`src/rtl/lpddr2_seq_dbg_cmd_arbiter.sv`:
```
// rtl/lpddr2_seq_dbg_cmd_arbiter.sv - two-requester debug command arbiter onto the sequencer mailbox
module lpddr2_seq_dbg_cmd_arbiter #(
  parameter int unsigned       ADDR_W      = 32,
  parameter int unsigned       DATA_W      = 32,
  parameter logic [ADDR_W-1:0] CMD_BASE    = 'h15240,
  parameter int unsigned       PARAM_WORDS = 2,
  parameter int unsigned       POLL_GAP    = 8,
  parameter int unsigned       MAX_POLLS   = 1024
) (
  input  logic                            avl_clk,
  input  logic                            avl_reset_n,
  input  logic [1:0]                      req_valid,
  output logic [1:0]                      req_ready,
  input  logic [2*DATA_W-1:0]             req_cmd,
  input  logic [2*PARAM_WORDS*DATA_W-1:0] req_param,
  output logic [1:0]                      rsp_valid,
  output logic [DATA_W-1:0]               rsp_status,
  output logic                            rsp_timeout,
  output logic                            busy,
  output logic [ADDR_W-1:0]               m_address,
  output logic                            m_write,
  output logic                            m_read,
  output logic [DATA_W-1:0]               m_writedata,
  input  logic                            m_waitrequest,
  input  logic [DATA_W-1:0]               m_readdata,
  input  logic                            m_readdatavalid
);

  localparam int PCW   = $clog2(MAX_POLLS + 1);
  localparam int GCW   = $clog2(POLL_GAP + 1);
  localparam int WIW   = (PARAM_WORDS > 1) ? $clog2(PARAM_WORDS) : 1;
  localparam int PBITS = PARAM_WORDS * DATA_W;

  typedef enum logic [2:0] {
    IDLE, WR_PARAM, WR_CMD, POLL_WAIT, RD_REQ, RD_WAIT, CLR, RESP
  } state_t;

  state_t            state, state_nx;
  logic              last_grant, owner, grant, grant_sel, done;
  logic [DATA_W-1:0] cmd_q, status_q;
  logic [PBITS-1:0]  param_q;
  logic [WIW-1:0]    widx;
  logic [GCW-1:0]    gap_cnt;
  logic [PCW-1:0]    poll_cnt, poll_inc;
  logic              timeout_q;

  // Reset gates the grant so req_ready stays low while the block is held in reset.
  assign grant     = (state == IDLE) && (|req_valid) && avl_reset_n;
  assign grant_sel = (&req_valid) ? ~last_grant : req_valid[1];
  assign poll_inc  = poll_cnt + 1'b1;
  assign done      = m_readdata[DATA_W-1];

  assign rsp_status  = status_q;
  assign rsp_timeout = (state == RESP) && timeout_q;
  assign busy        = (state != IDLE) || grant;

  always_comb begin
    state_nx    = state;
    req_ready   = '0;
    rsp_valid   = '0;
    m_write     = 1'b0;
    m_read      = 1'b0;
    m_address   = '0;
    m_writedata = '0;
    case (state)
      IDLE: begin
        if (grant) begin
          req_ready[grant_sel] = 1'b1;
          state_nx             = WR_PARAM;
        end
      end
      WR_PARAM: begin
        m_write   = 1'b1;
        m_address = CMD_BASE + ADDR_W'(8) + ADDR_W'({widx, 2'b00});
        for (int k = 0; k < int'(PARAM_WORDS); k++) begin
          if (widx == WIW'(k)) m_writedata = param_q[k*DATA_W +: DATA_W];
        end
        if (!m_waitrequest && widx == WIW'(PARAM_WORDS - 1)) state_nx = WR_CMD;
      end
      WR_CMD: begin
        m_write     = 1'b1;
        m_address   = CMD_BASE;
        m_writedata = cmd_q;
        if (!m_waitrequest) state_nx = POLL_WAIT;
      end
      POLL_WAIT: begin
        if (gap_cnt <= GCW'(1)) state_nx = RD_REQ;
      end
      RD_REQ: begin
        m_read    = 1'b1;
        m_address = CMD_BASE + ADDR_W'(4);
        if (!m_waitrequest) state_nx = RD_WAIT;
      end
      RD_WAIT: begin
        if (m_readdatavalid) begin
          if (done)                           state_nx = CLR;
          else if (poll_inc == PCW'(MAX_POLLS)) state_nx = RESP;
          else                                state_nx = POLL_WAIT;
        end
      end
      CLR: begin
        m_write   = 1'b1;
        m_address = CMD_BASE + ADDR_W'(4);
        if (!m_waitrequest) state_nx = RESP;
      end
      RESP: begin
        rsp_valid[owner] = 1'b1;
        state_nx         = IDLE;
      end
      default: state_nx = IDLE;
    endcase
  end

  always_ff @(posedge avl_clk or negedge avl_reset_n) begin
    if (!avl_reset_n) begin
      state      <= IDLE;
      last_grant <= 1'b1;
      owner      <= 1'b0;
      cmd_q      <= '0;
      param_q    <= '0;
      widx       <= '0;
      gap_cnt    <= '0;
      poll_cnt   <= '0;
      status_q   <= '0;
      timeout_q  <= 1'b0;
    end else begin
      state <= state_nx;
      case (state)
        IDLE: begin
          if (grant) begin
            owner      <= grant_sel;
            last_grant <= grant_sel;
            cmd_q      <= grant_sel ? req_cmd[DATA_W +: DATA_W] : req_cmd[0 +: DATA_W];
            param_q    <= grant_sel ? req_param[PBITS +: PBITS] : req_param[0 +: PBITS];
            widx       <= '0;
            poll_cnt   <= '0;
            timeout_q  <= 1'b0;
          end
        end
        WR_PARAM:  if (!m_waitrequest) widx <= widx + 1'b1;
        WR_CMD:    gap_cnt <= GCW'(POLL_GAP);
        POLL_WAIT: gap_cnt <= gap_cnt - 1'b1;
        RD_WAIT: begin
          if (m_readdatavalid) begin
            status_q <= m_readdata;
            poll_cnt <= poll_inc;
            gap_cnt  <= GCW'(POLL_GAP);
            if (!done && poll_inc == PCW'(MAX_POLLS)) timeout_q <= 1'b1;
          end
        end
        default: ;
      endcase
    end
  end

endmodule

```
`config.mk`:
```
export PLATFORM = sky130hd
export DESIGN_NAME = lpddr2_seq_dbg_cmd_arbiter
export DESIGN_NICKNAME = d
export VERILOG_FILES = /design/src/rtl/lpddr2_seq_dbg_cmd_arbiter.sv
export SDC_FILE = /design/constraint.sdc
export NUM_CORES = 1
export LEC_CHECK = 0
export ABC_AREA = 0
export CAP_MARGIN = 25
export CORE_MARGIN = 2
export CORE_UTILIZATION = 43
export DETAILED_ROUTE_END_ITERATION = 12
export PLACE_DENSITY_LB_ADDON = 0.12
export SKIP_CTS_REPAIR_TIMING = 1
export SLEW_MARGIN = 20
export SYNTH_ARGS = -nofsm -noshare
export SYNTH_HDL_FRONTEND = slang
export SYNTH_SLANG_ARGS = --single-unit
```
`constraint.sdc`:
```
create_clock -name avl_clk -period 2.7 [get_ports avl_clk]
set_input_delay 0.54 -clock avl_clk [delete_from_list [all_inputs] [get_ports avl_clk]]
set_output_delay 0.54 -clock avl_clk [all_outputs]
set_load 0.05 [all_outputs]
```
**Run 1: M1 wires**

Scale bar: 50 microns. Supply wires on this layer in grey.
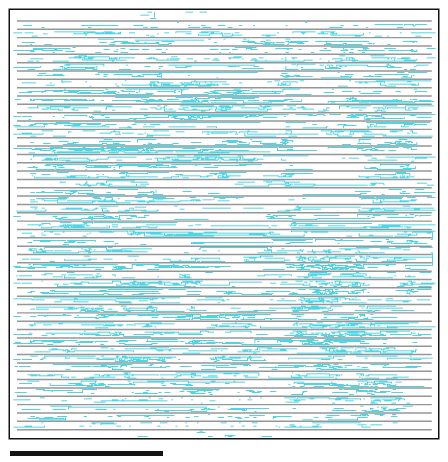
longest straight run: 63.9 microns
nets with wire on the layer: 1166
share of all routed wire: 44%
wire length on this layer: 9880 microns
main direction: horizontal
met1 usage: 29.7%
routed via count: 6862
routed wire length: 22.6 mm

**Run 1: metal 2**

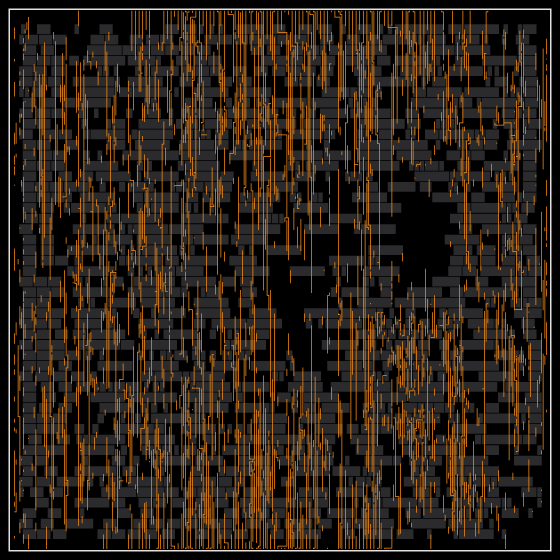
nets with wire on the layer: 1094
share of all routed wire: 49%
main direction: vertical
wire length on this layer: 10900 microns
longest straight run: 56.1 microns

**Run 1: M3 wires**

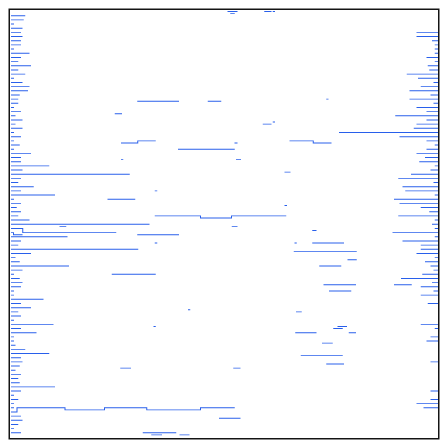
share of all routed wire: 5.7%
nets with wire on the layer: 200
wire length on this layer: 1270 microns
main direction: horizontal
met3 usage in global routing: 5.16%

run 1: cell type report:
cell class	instances	area (sq um)	share of cell area (%)
Clock inverter	15	143	1.17
Multi-Input combinational cell	630	3720	30.6
Inverter	10	37.5	0.308
Timing Repair Buffer	335	3810	31.3
Sequential cell	150	3760	30.8
Clock buffer	17	425	3.49
Tap cell	229	287	2.35
run 1: metal layers:
layer  wire length [microns]  share of wire, %  vias up
met5                       6             0.027        -
met4                     450               2.0        2
met3                    1270               5.6       35
met2                   10900                49      247
met1                    9880                44     3140
li1                        -                 -     3438
run 1: per-stage QoR:
stage	util, %	power [mW]	setup WS [ps]
2_1_floorplan	-	8.16	7.25
3_3_place_gp	63.9	11.1	244
3_5_place_dp	63.9	11.2	209
4_1_cts	67.0	13.6	-148
5_1_grt	67.6	14.4	15.2
6_report	67.6	13.6	92.0
run 1: worst reg2reg max path: cells and delay by family (launching register included):
family | cells | cell delay (ps)
compound gates | 2 | 500
mux | 2 | 420
flops | 1 | 750
buf+inv | 1 | 270
run 1: cells by family (layout without fill, tap and decap cells):
logic type | Yosys count | count (layout) | synth area share [%]
AND/OR/NAND/NOR | 290 | 290 | 15.3
AND-OR/OR-AND | 174 | 174 | 12.0
flip-flops | 150 | 150 | 47.5
multiplexers | 132 | 132 | 16.8
buffers and inverters | 95 | 377 | 7.08
adder cells (fa/ha/maj) | 7 | 7 | 1.11
XOR/XNOR | 2 | 2 | 0.222
other | 1 | 25 | 0.0475
run 1: registers in the layout (all words and copies together) (netlist names):
name and count:
gap_cnt 4, timeout_q 1, param_q 64, last_grant 1, state 3, cmd_q 32, rsp_status 32, owner 1
poll_cnt 11, widx 1
run 1: report_power, final:
part	total (mW)	leakage (nW)	switching, mW	internal (mW)
Combinational	7.54	3.39	4.40	3.13
Clock	2.27	0.276	0.984	1.29
Sequential	3.81	1.92	0.610	3.20
Total	13.6	5.59	6.00	7.62
run 1: final timing paths:
path	cells after the start	slack, ps	to	start
max reg2reg	5	660	state[0]	widx
min in group avl_clk	2	470	rsp_status[8]	rsp_status[8]
min	2	220	gap_cnt[0]	avl_reset_n
max	4	90	m_writedata[9]	widx
min reg2reg	2	470	rsp_status[8]	rsp_status[8]
max in group asynchronous	2	1780	widx	avl_reset_n
run 1: cells in the final DEF (no fill, tap or decap), types with 2 or more instances in the layout:
cell type	n
mux2i_1	129
nor2_1	10
dlymetal6s2s_1	3
o21ai_0	87
or3_1	3
conb_1	25
nand2_1	240
o211ai_1	3
mux2_2	3
clkbuf_16	18
nor3_1	5
buf_6	2
nand4_1	4
clkinv_4	3
clkdlybuf4s50_1	260
buf_4	22
nand3_1	6
o21ai_2	2
nor4_1	2
and3_1	3
o31ai_1	3
a21o_1	4
buf_12	46
ha_1	5
inv_6	7
nor2b_1	2
dfrtp_1	148
inv_1	9
clkinvlp_4	2
o21ai_1	58
a21oi_1	5
and2_1	2
nand2b_1	2
clkinv_2	2
==> out/metrics.csv, run 1 <==
stage,metric,value,unit
outcome,status,"finished, final reports clean",
placed_design,portBuffers,308,
worst_setup_path,cp_num_buf_inv,2,
floorplanning,core-area,18000,sq um
drt,wl_per_cell,16.3,microns
synthesis,top_cell,nand2_1,
final_timing,fin_skew,7.30,ps
worst_setup_path,cp.arrival,2070,ps
synthesis,top_cells_by_count,"240 x nand2_1, 149 x dfrtp_1, 129 x mux2i_1",
synthesis,ys_cells,851,
global_routing,grt_max_degree,151,
worst_setup_path,setup.worst_path.start_class,flip-flop,
drt,drt_pass1_iterations,4,
global_routing,grt_antenna_before_repair,1,
cells_and_area,n_fill_cell,1496,
synthesis,edf_count,0,
floorplanning,die-width,140,microns
power_and_ir_drop,peakVddDrop,796,uV
cts,cts.sinks,150,
final_timing,fmax,0.383,GHz
cts,cts_max_path_buffers,2,
floorplanning,fp_util,43.8,%
final_timing,rsz0062_at_grt,false,
global_routing,use_met2,37.8,%
synthesis,async_reset_ff_share,100,%
run,warnings,32,
worst_setup_path,crit_family,flip-flops,
drt,vias_per_cell,4.95,
worst_setup_path,critPathMaxStageDelay,750,ps
synthesis,numSynthFlops,150,
worst_setup_path,end_kind,output port,
placed_design,placed_cell_area,11500,sq um
synthesis,ys_seq_share,47.5,%
cts,numCtsBuffers,17,
floorplanning,rows,49,
synthesis,synth-warning-count,0,
floorplanning,io_pins,334,
cts,clock-root-buffer,clkbuf_16,
worst_setup_path,crit_chain,"buf_12, mux2i_1, o21ai_0, buf_12",
final_timing,finalCriticalPeriod,2610,ps
cts,clk_pin_slew_worst_paths,60,ps
power_and_ir_drop,p_leak,5.59,nW
cells_and_area,design_area,12200,sq um
synthesis,ys_area,7900,sq um
placed_design,dp.cells,1350,
placed_design,dp_hpwl,16.6,mm
synthesis,synth_area_per_cell,9.29,sq um
==> run 2: changes to the inputs <==
- REMOVE_ABC_BUFFERS: default -> 1
- clock period: 2.7 -> 2.4 ns (I/O delays scaled with it)
==> out/metrics.csv, run 2 <==
stage,metric,value,unit
power_and_ir_drop,power.internal,9.12,mW
global_routing,grt_antenna_before_repair,0,
cells_and_area,top_register,param_q,
placed_design,portBuffers,308,
placed_design,placed_cell_area,11600,sq um
worst_setup_path,cp.arrival,1940,ps
outcome,status,"complete, but fails checks",
floorplanning,core-area,18000,sq um
worst_setup_path,reg2reg_depth,8,
worst_setup_path,end_kind,output port,
power_and_ir_drop,swShare,43.3,%
synthesis,async_reset_ff_share,100,%
cts,numCtsBuffers,17,
power_and_ir_drop,p_seq_share,26.3,%
synthesis,synth_area_per_cell,9.29,sq um
final_timing,finalCriticalPeriod,2420,ps
placed_design,dp_hpwl,16.1,mm
worst_setup_path,critPathMaxStageDelay,430,ps
final_timing,fin_ws,-16.7,ps
final_timing,fmax,0.414,GHz
final_timing,fin_skew,7.80,ps
placed_design,dp.cells,1357,
drt,vias_per_cell,5.01,
worst_setup_path,worst_r2r_endpoint,poll_cnt[9],
outcome,violations,negative setup slack,
cts,clk_pin_slew_worst_paths,60,ps
worst_setup_path,r2r_setup_slack,380,ps
power_and_ir_drop,power_switching,6.97,mW
floorplanning,io_pins,334,
cells_and_area,final_util,69.6,%
final_timing,finalSetupViolCount,3,
worst_setup_path,crit_family,buffers and inverters,
power_and_ir_drop,peakVddDrop,839,uV
cells_and_area,layout_top_cells,"260 x clkdlybuf4s50_1, 229 x nand2_1, 147 x dfrtp_1",
drt,drt_pass1_iterations,4,
==> run 2: cells by family (layout without fill, tap and decap cells) <==
family / after synthesis / count (layout) / share of synthesized area, %
AOI/OAI and AO/OA: 174 / 174 / 12.0
xor gates and xnor gates: 2 / 2 / 0.222
adders and majority gates: 7 / 7 / 1.11
buffers and inverters: 95 / 387 / 7.08
DFF: 150 / 150 / 47.5
muxes: 132 / 132 / 16.8
other: 1 / 25 / 0.0475
and+or+nand+nor: 290 / 290 / 15.3
==> run 2: power by group through the flow <==
stage                     clock [mW]  combinational, mW  sequential [mW]
final                           2.70               9.14             4.24
after global routing            2.87               9.77             4.38
after CTS                       2.76               8.48             4.20
after detailed placement           0               8.47             4.24
after global placement             0               8.36             4.19
after floorplan                    0               3.98             5.09
==> run 2: area by class of cell <==
type	count	area, sq um	area share (%)
Timing Repair Buffer	345	3950	31.5
Multi-Input combinational cell	630	3900	31.1
Sequential cell	150	3760	30.0
Clock buffer	19	443	3.53
Tap cell	229	287	2.29
Clock inverter	13	156	1.25
Inverter	10	40.0	0.319
==> run 2: worst max path at each step <==
stage / start / endpoint / slack (ps) / depth (start not counted)
2_1_floorplan: req_valid[1] / req_ready[0] / -7030 / 2
3_3_place_gp: req_valid[1] / req_ready[1] / 170 / 6
3_5_place_dp: req_valid[1] / req_ready[1] / 130 / 6
4_1_cts: state[0] / m_address[12] / -190 / 5
5_1_grt: state[0] / m_writedata[25] / -70 / 10
6_report: state[0] / m_writedata[2] / -20 / 10
==> run 2: per-layer routing <==
layer | up-vias | wire length, microns | GRT usage [%]
li1 | 3468 | - | -
met1 | 3259 | 9290 | 27.5
met2 | 246 | 11600 | 39.8
met3 | 21 | 1630 | 6.43
met4 | 0 | 335 | 6.47
met5 | - | 0 | 0
**Run 2: metal 2**

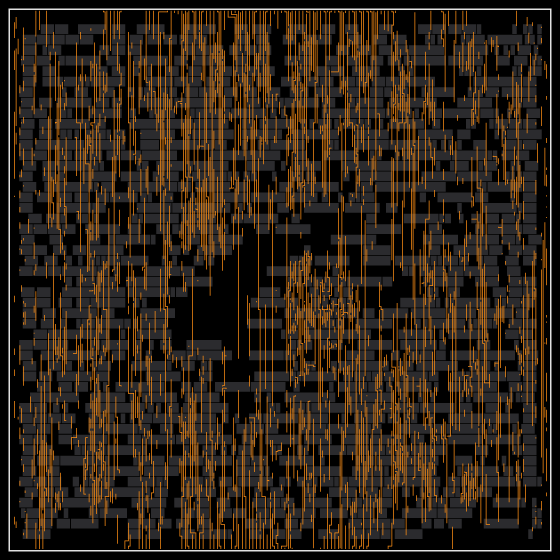
nets with wire on the layer: 1152
share of all routed wire: 51%
wire length on this layer: 11600 microns
routed wire length: 22.8 mm
met2 Use GR: 39.8%

**Run 2: M1 wires**

Scale bar: 50 microns. Supply wires on this layer in grey.
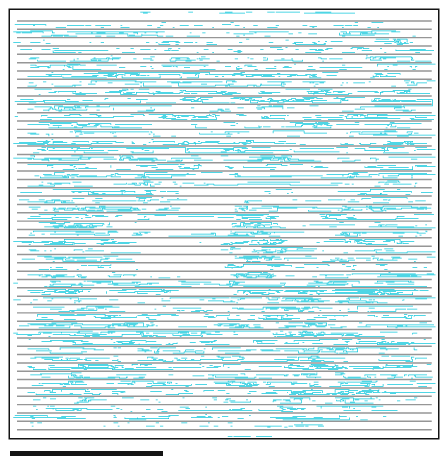
wire length on this layer: 9290 microns
share of all routed wire: 41%
longest straight run: 52.9 microns
routed via count: 6994
met1 usage: 27.5%

Power and IR drop assume default switching activity.
